[src/rtl/game_sequencer_if.sv]
// -----------------------------------------------------------------------------
// game_sequencer_if
// Signal bundle between the match controller and its surroundings (sync
// generator, board keys, ball/paddle datapath).
//   vsync        frame sync, active high, asynchronous
//   key_start_n  start/restart key, active low, asynchronous
//   key_pause_n  pause toggle key, active low, asynchronous
//   goal_evt     one-clock goal pulse from the datapath
//   move_tick    one-clock advance enable for ball and paddle
//   ball_reset   one-clock ball reload pulse
//   goals        thermometer goal count, LSB first
//   game_over    high while the match is over
//   paused       high while paused
//   state        encoded match state for debug
// master: the environment side (drives keys, sync and goal events).
// slave : the sequencer side (drives the control outputs).
// -----------------------------------------------------------------------------
interface game_sequencer_if;
    logic       vsync;
    logic       key_start_n;
    logic       key_pause_n;
    logic       goal_evt;
    logic       move_tick;
    logic       ball_reset;
    logic [7:0] goals;
    logic       game_over;
    logic       paused;
    logic [2:0] state;

    modport master (
        output vsync, key_start_n, key_pause_n, goal_evt,
        input  move_tick, ball_reset, goals, game_over, paused, state
    );

    modport slave (
        input  vsync, key_start_n, key_pause_n, goal_evt,
        output move_tick, ball_reset, goals, game_over, paused, state
    );
endinterface

[src/rtl/game_sequencer.sv]
// -----------------------------------------------------------------------------
// game_sequencer
// Match-level controller for the tennis game. Turns the frame sync into a
// frame tick, debounces the keys on that tick, derives the move enable for
// the ball/paddle datapath and runs the match state machine. Owns the goal
// tally.
// Ports:
//   char_clock  system clock, all logic on its rising edge
//   rst_n       synchronous active-low reset
//   bus         game_sequencer_if.slave (keys, vsync, goal_evt in;
//               move_tick, ball_reset, goals, game_over, paused, state out)
// -----------------------------------------------------------------------------
module game_sequencer #(
    parameter int FRAME_DIV    = 3,   // frames per move_tick while playing (1..15)
    parameter int SERVE_FRAMES = 60,  // frame ticks spent serving (1..255)
    parameter int GOAL_FRAMES  = 30,  // frame ticks spent after a goal (1..255)
    parameter int MAX_GOALS    = 8    // goals that end the match (1..8)
) (
    input  logic             char_clock,
    input  logic             rst_n,
    game_sequencer_if.slave  bus
);

    typedef enum logic [2:0] {
        ST_IDLE  = 3'd0,
        ST_SERVE = 3'd1,
        ST_PLAY  = 3'd2,
        ST_GOAL  = 3'd3,
        ST_OVER  = 3'd4,
        ST_PAUSE = 3'd5
    } state_t;

    localparam logic [3:0] DIV_LAST   = 4'(FRAME_DIV - 1);
    localparam logic [7:0] SERVE_LAST = 8'(SERVE_FRAMES - 1);
    localparam logic [7:0] GOAL_LAST  = 8'(GOAL_FRAMES - 1);
    localparam logic [3:0] GOAL_LIMIT = 4'(MAX_GOALS);

    // ------------------------------------------------------------------
    // Frame tick and key sampling
    // ------------------------------------------------------------------
    logic [2:0] vsync_sr;     // [0],[1] synchroniser, [2] edge-detect history
    logic       frame_tick;
    logic [1:0] start_sync;
    logic [1:0] pause_sync;
    logic       start_prev;   // key level at the previous frame tick
    logic       pause_prev;
    logic       start_evt;
    logic       pause_evt;

    // NOTE: every flop here is assigned with <= so all of them sample the
    // pre-edge values; a blocking assignment would collapse the
    // synchroniser chain into a single stage.
    always_ff @(posedge char_clock) begin
        if (!rst_n) begin
            vsync_sr   <= '0;
            frame_tick <= 1'b0;
            start_sync <= '0;
            pause_sync <= '0;
            start_prev <= 1'b0;
            pause_prev <= 1'b0;
        end else begin
            vsync_sr   <= {vsync_sr[1:0], bus.vsync};
            frame_tick <= vsync_sr[1] & ~vsync_sr[2];
            start_sync <= {start_sync[0], bus.key_start_n};
            pause_sync <= {pause_sync[0], bus.key_pause_n};
            // Sampling only once per frame is the debounce.
            if (frame_tick) begin
                start_prev <= start_sync[1];
                pause_prev <= pause_sync[1];
            end
        end
    end

    // A press is a 1 -> 0 change between consecutive frame samples, so a
    // held key yields exactly one event.
    assign start_evt = frame_tick & start_prev & ~start_sync[1];
    assign pause_evt = frame_tick & pause_prev & ~pause_sync[1];

    // ------------------------------------------------------------------
    // Goal arithmetic
    // ------------------------------------------------------------------
    function automatic logic [3:0] popcount8(input logic [7:0] v);
        logic [3:0] n;
        n = '0;
        for (int i = 0; i < 8; i++) begin
            n = n + {3'b000, v[i]};
        end
        return n;
    endfunction

    logic [7:0] goals_q;
    logic [7:0] goals_inc;
    logic       goal_hit;

    // The tally saturates at all ones.
    assign goals_inc = (goals_q == 8'hFF) ? goals_q : {goals_q[6:0], 1'b1};
    assign goal_hit  = (popcount8(goals_inc) == GOAL_LIMIT);

    // ------------------------------------------------------------------
    // Match state machine with registered outputs
    // ------------------------------------------------------------------
    state_t     state_q;
    logic [7:0] frame_cnt;
    logic [3:0] div_cnt;
    logic       move_tick_q;
    logic       ball_reset_q;
    logic       game_over_q;
    logic       paused_q;

    always_ff @(posedge char_clock) begin
        if (!rst_n) begin
            state_q      <= ST_IDLE;
            frame_cnt    <= '0;
            div_cnt      <= '0;
            goals_q      <= '0;
            move_tick_q  <= 1'b0;
            ball_reset_q <= 1'b0;
            game_over_q  <= 1'b0;
            paused_q     <= 1'b0;
        end else begin
            // Pulses default low so each lasts exactly one clock.
            move_tick_q  <= 1'b0;
            ball_reset_q <= 1'b0;

            case (state_q)
                ST_IDLE, ST_OVER: begin
                    if (start_evt) begin
                        goals_q      <= '0;
                        ball_reset_q <= 1'b1;
                        frame_cnt    <= '0;
                        game_over_q  <= 1'b0;
                        state_q      <= ST_SERVE;
                    end
                end

                ST_SERVE: begin
                    if (frame_tick) begin
                        if (frame_cnt == SERVE_LAST) begin
                            div_cnt <= '0;
                            state_q <= ST_PLAY;
                        end else begin
                            frame_cnt <= frame_cnt + 8'd1;
                        end
                    end
                end

                ST_PLAY: begin
                    // The divider freezes on the tick that pauses, so the
                    // held value is the one seen at the press.
                    if (frame_tick && (bus.goal_evt || !pause_evt)) begin
                        if (div_cnt == DIV_LAST) begin
                            div_cnt     <= '0;
                            move_tick_q <= 1'b1;
                        end else begin
                            div_cnt <= div_cnt + 4'd1;
                        end
                    end

                    if (bus.goal_evt) begin
                        goals_q   <= goals_inc;
                        frame_cnt <= '0;
                        if (goal_hit) begin
                            game_over_q <= 1'b1;
                            state_q     <= ST_OVER;
                        end else begin
                            state_q <= ST_GOAL;
                        end
                    end else if (pause_evt) begin
                        paused_q <= 1'b1;
                        state_q  <= ST_PAUSE;
                    end
                end

                ST_PAUSE: begin
                    if (start_evt) begin
                        paused_q <= 1'b0;
                        state_q  <= ST_IDLE;
                    end else if (pause_evt) begin
                        paused_q <= 1'b0;
                        state_q  <= ST_PLAY;
                    end
                end

                ST_GOAL: begin
                    if (frame_tick) begin
                        if (frame_cnt == GOAL_LAST) begin
                            frame_cnt    <= '0;
                            ball_reset_q <= 1'b1;
                            state_q      <= ST_SERVE;
                        end else begin
                            frame_cnt <= frame_cnt + 8'd1;
                        end
                    end
                end

                default: begin
                    paused_q    <= 1'b0;
                    game_over_q <= 1'b0;
                    state_q     <= ST_IDLE;
                end
            endcase
        end
    end

    assign bus.move_tick  = move_tick_q;
    assign bus.ball_reset = ball_reset_q;
    assign bus.goals      = goals_q;
    assign bus.game_over  = game_over_q;
    assign bus.paused     = paused_q;
    assign bus.state      = state_q;

endmodule

[src/flat_wrapper.sv]
// flat-port wrapper written by rule: the top's interface ports become plain ports
module game_sequencer_flat 
#(
    parameter int FRAME_DIV    = 3,                                                
    parameter int SERVE_FRAMES = 60,                                       
    parameter int GOAL_FRAMES  = 30,                                            
    parameter int MAX_GOALS    = 8                                      
)
  (char_clock, rst_n, bus_vsync, bus_key_start_n, bus_key_pause_n, bus_goal_evt, bus_move_tick, bus_ball_reset, bus_goals, bus_game_over, bus_paused, bus_state);
  game_sequencer_if bus_i ();
  input  logic char_clock;
  input  logic rst_n;
  input wire logic [$bits(bus_i.vsync)-1:0] bus_vsync;
  input wire logic [$bits(bus_i.key_start_n)-1:0] bus_key_start_n;
  input wire logic [$bits(bus_i.key_pause_n)-1:0] bus_key_pause_n;
  input wire logic [$bits(bus_i.goal_evt)-1:0] bus_goal_evt;
  output wire logic [$bits(bus_i.move_tick)-1:0] bus_move_tick;
  output wire logic [$bits(bus_i.ball_reset)-1:0] bus_ball_reset;
  output wire logic [$bits(bus_i.goals)-1:0] bus_goals;
  output wire logic [$bits(bus_i.game_over)-1:0] bus_game_over;
  output wire logic [$bits(bus_i.paused)-1:0] bus_paused;
  output wire logic [$bits(bus_i.state)-1:0] bus_state;
  assign bus_i.vsync = bus_vsync;
  assign bus_i.key_start_n = bus_key_start_n;
  assign bus_i.key_pause_n = bus_key_pause_n;
  assign bus_i.goal_evt = bus_goal_evt;
  assign bus_move_tick = bus_i.move_tick;
  assign bus_ball_reset = bus_i.ball_reset;
  assign bus_goals = bus_i.goals;
  assign bus_game_over = bus_i.game_over;
  assign bus_paused = bus_i.paused;
  assign bus_state = bus_i.state;
  game_sequencer #(.FRAME_DIV(FRAME_DIV), .SERVE_FRAMES(SERVE_FRAMES), .GOAL_FRAMES(GOAL_FRAMES), .MAX_GOALS(MAX_GOALS)) u_core (.char_clock(char_clock), .rst_n(rst_n), .bus(bus_i));
endmodule
[config.mk]
export PLATFORM = sky130hd
export DESIGN_NAME = game_sequencer_flat
export DESIGN_NICKNAME = d
export VERILOG_FILES = /design/src/rtl/game_sequencer_if.sv /design/src/rtl/game_sequencer.sv /design/src/flat_wrapper.sv
export SDC_FILE = /design/constraint.sdc
export NUM_CORES = 1
export LEC_CHECK = 0
export ABC_AREA = 1
export CORE_UTILIZATION = 59
export CTS_BUF_LIST = sky130_fd_sc_hd__clkbuf_8
export DETAILED_ROUTE_END_ITERATION = 8
export HOLD_SLACK_MARGIN = 0.02
export PLACE_DENSITY_LB_ADDON = 0.08
export SYNTH_ARGS = -nofsm -noshare
export SYNTH_HDL_FRONTEND = slang
export SYNTH_SLANG_ARGS = --single-unit
[constraint.sdc]
create_clock -name char_clock -period 3.6 [get_ports char_clock]
set_input_delay 0.9 -clock char_clock [delete_from_list [all_inputs] [get_ports char_clock]]
set_output_delay 0.9 -clock char_clock [all_outputs]
set_load 0.05 [all_outputs]
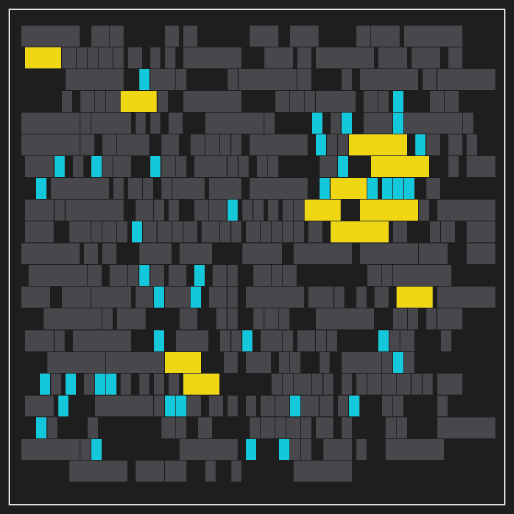
run_1/logic_types.png
Drawn at 8 px/um.
[cyan] inv cells | cells: 40 | most used: inv_1
[yellow] fa/ha/maj cells | cells: 11 | most used: ha_1
non-filler instance count after layout: 371
logic gate fraction of the total cell area: 48.49%

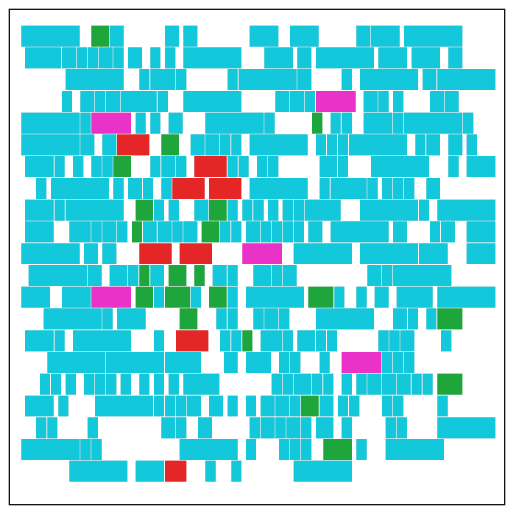
run_1/sizes.png
Drawn at 8 px/um.
[red] _3 and _4 cells | cells: 8 | share: 2.5% | most used: nor2_4
[cyan] _0 and _1 cells | cells: 291 | share: 90% | most used: nand2_1
[green] _2 cells | cells: 21 | share: 6.5% | most used: nand2_2
[magenta] _6 and larger | cells: 5 | share: 1.5% | most used: clkbuf_8

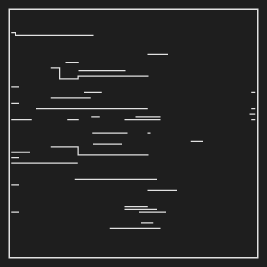
run_1/layer_met3.png
Drawn at 4 px/um.
share of all routed wire: 6.0%
wire length on this layer: 272 um
longest straight run: 27.6 um

==> run notes, run 1 <==
Update from the flow run.

The final max-slew violation count recorded for this run is 0. The all-layer global routing usage is 26.35%. The report lists the cells along the critical path as ha_1 > inv_1 > fa_1 > fa_1 > inv_1 > fa_1 > inv_1 > fa_1 > nand4_1 > nand2_1 > nand2_1 > nand2_1 > nand2_1 > nor2_1.

Along the worst hold path, the cell count comes to 1. The number of buffers added on ports is 20. Fill cells in the final layout number 282.

Yosys shows that the main logic family after synthesis is simple AND/OR/NAND/NOR gates. The pre-CTS setup slack is 0.3028 ns. The flip-flop cell with the highest count after synthesis is sky130_fd_sc_hd__dfxtp_1. Ranked by power, first place goes to sequential cells. TritonCTS built the clock tree.

Detailed routing inserted a total of 1,944 vias. The count of yosys warnings during synthesis is 0. The setup TNS is 0 ns.

The capture point of the worst path is u_core.bus.state[2]$_SDFFE_PN0P_. Warnings raised by the tools during the run amount to 28. Counting every net in the synthesized netlist gives 323.

The count of hold-fix buffers inserted at cts is 0. The final weighted congestion recorded by global placement is 0.8262. The met3 usage is 8.489%.

Looking at the clock tree report, the maximum root-to-sink buffer count equals 2. The share of total power in the clock network is 23.3%. The adder-cell share of the synthesized area is 7.962%. Counting endpoints that fail hold in the final report gives 0. met2 track demand over resource after global routing is 39.17%. The worst register-to-register path depth is 14. The static power due to leakage is 0.001017 uW. The HPWL reported at the end of detailed placement is 3.192 mm.

The cell with the largest stage delay on the worst path is sky130_fd_sc_hd__fa_1. The total setup buffers inserted after CTS is 0. In the detailed route, the total length drawn on met3 is 272 um. For this run, the detailed router's first-pass iteration total came to 4.

Per the post-synthesis stats, the area per cell is 6.882 um^2. The tool flagged a number of max-cap violations equal to 0. The die is 61.74 um wide. The cell-internal power is 690.5 uW. The global routing usage on met1 is 36.22%.

The chip occupies 3812 um^2. The synthesis-to-layout area growth is 13.96%. The critical path buffer and inverter count is 3. The share of total power dissipated in sequential elements is 40.4%. The most crowded layer after global routing is met2. STA lists the maximum fanout along the critical path as 4. For this run, the script counts the antenna cells in the layout as 0. According to the hold report, the worst path is of the register to register type. The final critical path time including I/O delays and setup is 3.290 ns. The initial antenna violation count is 0. The clock tree synthesis step divided the H-tree into 2 levels. The die extent in y is 61.74 um.

Hold analysis lists the worst path endpoint as u_core.frame_tick$_SDFF_PN0_. In this run, the combinational gates consume 36.3% of the power. The detailed router finished its first iteration with 77 violations. Across the routed clock network, the largest skew measured is 0.005525 ns. The boundary pin count is 21. The wire length per cell is 12.13 um. The power in the clock group is 274 uW. Data arrives at the worst endpoint at 3.48 ns. In the post-route analysis, the smallest setup slack over all paths is 0.3099 ns. The critical path required time is 3.79 ns. In this run, the synthesized area fraction spent on xor and xnor cells is recorded as 0.8318%.

The power report puts the net switching power at 486.2 uW. For the sequential group, total power comes out at 476 uW. Measured on the finished design, the core utilization comes to 70.80%. The summed instance area of the synthesized netlist is 2106 um^2. Setup repair after global routing left no endpoint under its margin. The total placed instance area is 2320 um^2. The proportion of total power due to net switching is 41.32%. The ratio of routed vias to standard cells is 5.240. The worst-case headroom to the max-slew limit is 54.22%. The final layout contains routed wiring with a total length of 4.499 mm. The worst setup path is captured at a register. The largest net degree at the start of global routing is 21.

The total grt overflow is 0. Detailed routing placed a total of 1.992 mm of wire on met2. In this run the remaining antenna-violating nets after routing total 0.

The post-synthesis cell type count is 31. The worst-case IR drop observed on VDD is 0.0004214 V. The run finished with clean final reports.

Counting tap cells, the placed design contains a total of 363 instances. Yosys reports the multiplexer fraction of the synthesized area as 0%. The slew at the pin closest to its max-slew limit is 0.6859 ns.
-- run 1: synth_stat cells, drive strengths merged (2+ instances only) --
master  number  area share, %
clkbuf       6            1.1
a21oi       24            6.2
nor3         2           0.48
o21ai        8            2.1
ha           7            4.2
buf          4            1.4
nor2        42            9.4
inv         40            7.1
fa           4            3.8
nand2       88             17
nand4        5            1.5
nand3       32            7.8
dfxtp       37             35
-- run 1: final cells by class --
class / instances / area, um^2 / share of cell area [%]
Inverter: 40 / 150.1 / 6.257
Sequential cell: 37 / 740.7 / 30.87
Multi-Input combinational cell: 219 / 1164 / 48.49
Clock buffer: 5 / 68.82 / 2.868
Tap cell: 46 / 57.56 / 2.398
Clock inverter: 3 / 11.26 / 0.4692
Timing Repair Buffer: 21 / 207.7 / 8.655
run_1/congestion.png
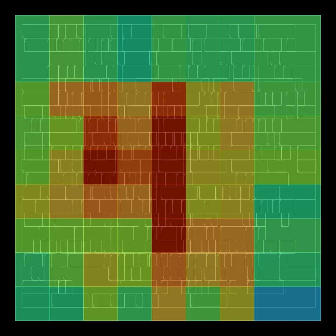

--- run 2 (diff from run 1) ---
- CORE_UTILIZATION: 59 -> 53
- clock period: 3.6 -> 2.9 ns (I/O delays scaled with it)
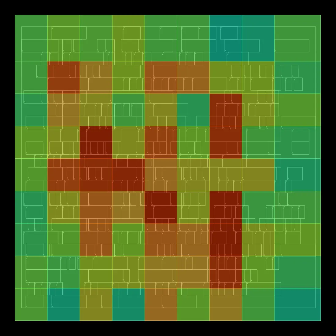
run_2/congestion.png
Post-Route Utilization: 65.78%
Tot GR Track Use: 24.49%
layer with the highest usage: met2
met3 Use GR: 5.458%

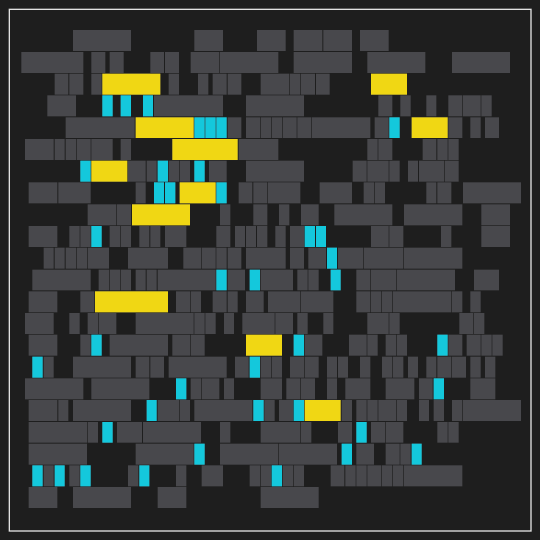
run_2/logic_types.png
Drawn at 8 px/um.
[cyan] inv cells | cells: 40 | most used: inv_1
[yellow] fa/ha/maj cells | cells: 11 | most used: ha_1
logic gate fraction of the total cell area: 48.02%
non-filler instance count after layout: 376
most frequently placed logic cell in the final layout: sky130_fd_sc_hd__nand2_1

==> run notes, run 2 <==
Update from the flow run.

The sequential cell count is 37. The largest family of logic cells by area is simple AND/OR/NAND/NOR gates. Setup repair after global routing could not meet its margin everywhere. The total setup buffers inserted after CTS is 0. The number of nets in the synthesized netlist is 323. The number of vias in the routed layout is 1,890.

The checks that failed: setup timing. Leaving out the clock tree, the finished layout contains a buffer count of 24. The number of multi-input combinational cells in the layout is 219. The non-clock buffer share of cell area is 9.350%.

Net switching is 41.16% of the power. The critical path required time is 3.09 ns. The number of failing setup endpoints in the final timing report is 4. The cell with the largest stage delay on the worst path is sky130_fd_sc_hd__fa_1.

The script logs the mean routed wire length per placed instance as 11.77 um. The dominant cell type by area after synthesis is sky130_fd_sc_hd__dfxtp_1. Timing analysis after detailed placement gives a worst setup slack of -0.1089 ns. Leaving out buffers and inverters, the combinational logic in the layout accounts for 1182 um^2. The max-slew violation count is 0.

Of the total synthesized cell area, the portion taken by full adders, half adders and majority gates is 7.962%. Looking at the gate-level netlist, the highest instance count belongs to sky130_fd_sc_hd__nand2_1. The flow ran to the end, but the final reports show violations. The worst endpoint data arrival time is 3.26 ns. Summed over the clock group, the power is 366 uW.

The ratio of routed vias to standard cells is 5.027. The final worst slack is -0.1669 ns. At the pin with the least slew margin, the transition time is 0.7059 ns. For this run, the script counts the antenna cells in the layout as 0. Endpoints failing hold in the final report were tallied at 0.

After layout, the setup clock skew is reported as 0.006703 ns. The number of different library cells used by synthesis comes to 31. Entering global routing, the biggest net connects 21 pins.

The fraction of area in clock buffers and inverters is 3.659%. TritonCTS built the clock tree. The number of placed cells counting well taps is 368. The critical-path maximum fanout is 4. The count of yosys warnings during synthesis is 0. In this run the biggest area consumer among cell types represents 35.18% of the synthesized area. STA classifies the critical path endpoint as a register. The boundary pin count is 21. Summed over all nets, the switching power comes to 617.8 uW.

Looking at the group totals, the largest power group turns out to be combinational logic. In this run the VDD rail shows a maximum IR drop of 0.0005999 V. The max-cap check violation count is 0. The weighted congestion at the end of routability-driven global placement is 0.8396. In the final layout, the clock buffer count is 5. The flip-flop cell with the highest count after synthesis is sky130_fd_sc_hd__dfxtp_1. The setup TNS is -0.6049 ns. The summed instance area of the synthesized netlist is 2106 um^2. The total overflow left after global routing is 0.

As logged by OpenROAD, the buffers inserted on ports number 20. The number of tap instances is 48. The worst-case headroom to the max-slew limit is 52.89%. The static power due to leakage is 0.001020 uW. The cell type taking the most area is combinational gates. The sequential share of cell area is 30.44%. The total die area is 4229 um^2. The DRC marker count from the first detailed-route iteration is 130. The xor and xnor area share after synthesis is 0.8318%.

The final critical path time including I/O delays and setup is 3.067 ns. The portion of netlist area occupied by mux cells is 0%. The total wire length is 4.424 mm.

The initial antenna violation count is 0. Detailed routing placed a total of 253 um of wire on met3. Sorting the synthesized cells by how often they occur yields sky130_fd_sc_hd__nand2_1, sky130_fd_sc_hd__dfxtp_1, sky130_fd_sc_hd__inv_1. The worst-case clock buffer depth is 2. Each instance of the synthesized netlist takes up on average 6.882 um^2. Per the OpenROAD floorplan log, the width of the die is 65.03 um. The total area of sequential cells is 749.5 um^2. Before antenna repair, the detailed router went through 4 iterations. The total of fill cells in the finished design is 350. The part of the power in combinational logic is 38.0%. The share of total power in the clock network is 24.3%. The cell sequence reported for the critical path is ha_4 > inv_2 > fa_1 > fa_1 > inv_1 > fa_2 > inv_2 > fa_1 > nand4_1 > a21oi_2 > nand2_1 > nand2_1 > nor2_1. The internal power of the cells totals 883.4 uW. According to the floorplan report, the die height is 65.03 um. The min-delay analysis places its worst path in the category register to register. The residual antenna-violating net count after detailed routing is 0. The power attributed to sequential cells is 565 uW.

After clock tree synthesis, the flow added hold-fix buffers numbering 0. The share of total power in sequential cells is 37.6%. The number of non-clock inverters in the layout is 40.

The amount of wire on met2 after detailed routing is 1.966 mm. The fraction of met2 tracks used by global routing is 38.67%. Across all stage logs, warnings added up to 30.
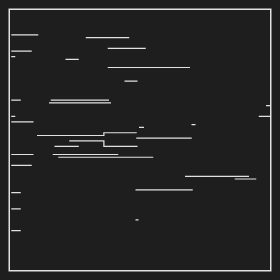
run_2/layer_met3.png
Drawn at 4 px/um.
main direction: horizontal
share of all routed wire: 5.7%
wire length on this layer: 254 um
nets with wire on the layer: 25
longest straight run: 23.5 um

-- run 2: path summary, 6_finish.rpt --
check | to | depth (start not counted) | startpoint
setup / recovery | u_core.bus.state[0]$_SDFFE_PN0P_ | 13 | u_core.bus.goals[0]$_SDFFE_PN0P_
hold / removal | u_core.frame_tick$_SDFF_PN0_ | 1 | u_core.vsync_sr[2]$_SDFF_PN0_
setup reg to reg | u_core.bus.state[0]$_SDFFE_PN0P_ | 13 | u_core.bus.goals[0]$_SDFFE_PN0P_
hold reg to reg | u_core.frame_tick$_SDFF_PN0_ | 1 | u_core.vsync_sr[2]$_SDFF_PN0_
-- run 2: timing repair --
item,in CTS,in global routing
endpoints found under the setup margin,4,4
pin swaps,2,3
resized,2,1
Power figures rest on the tool's default switching activity, not on a simulated workload.
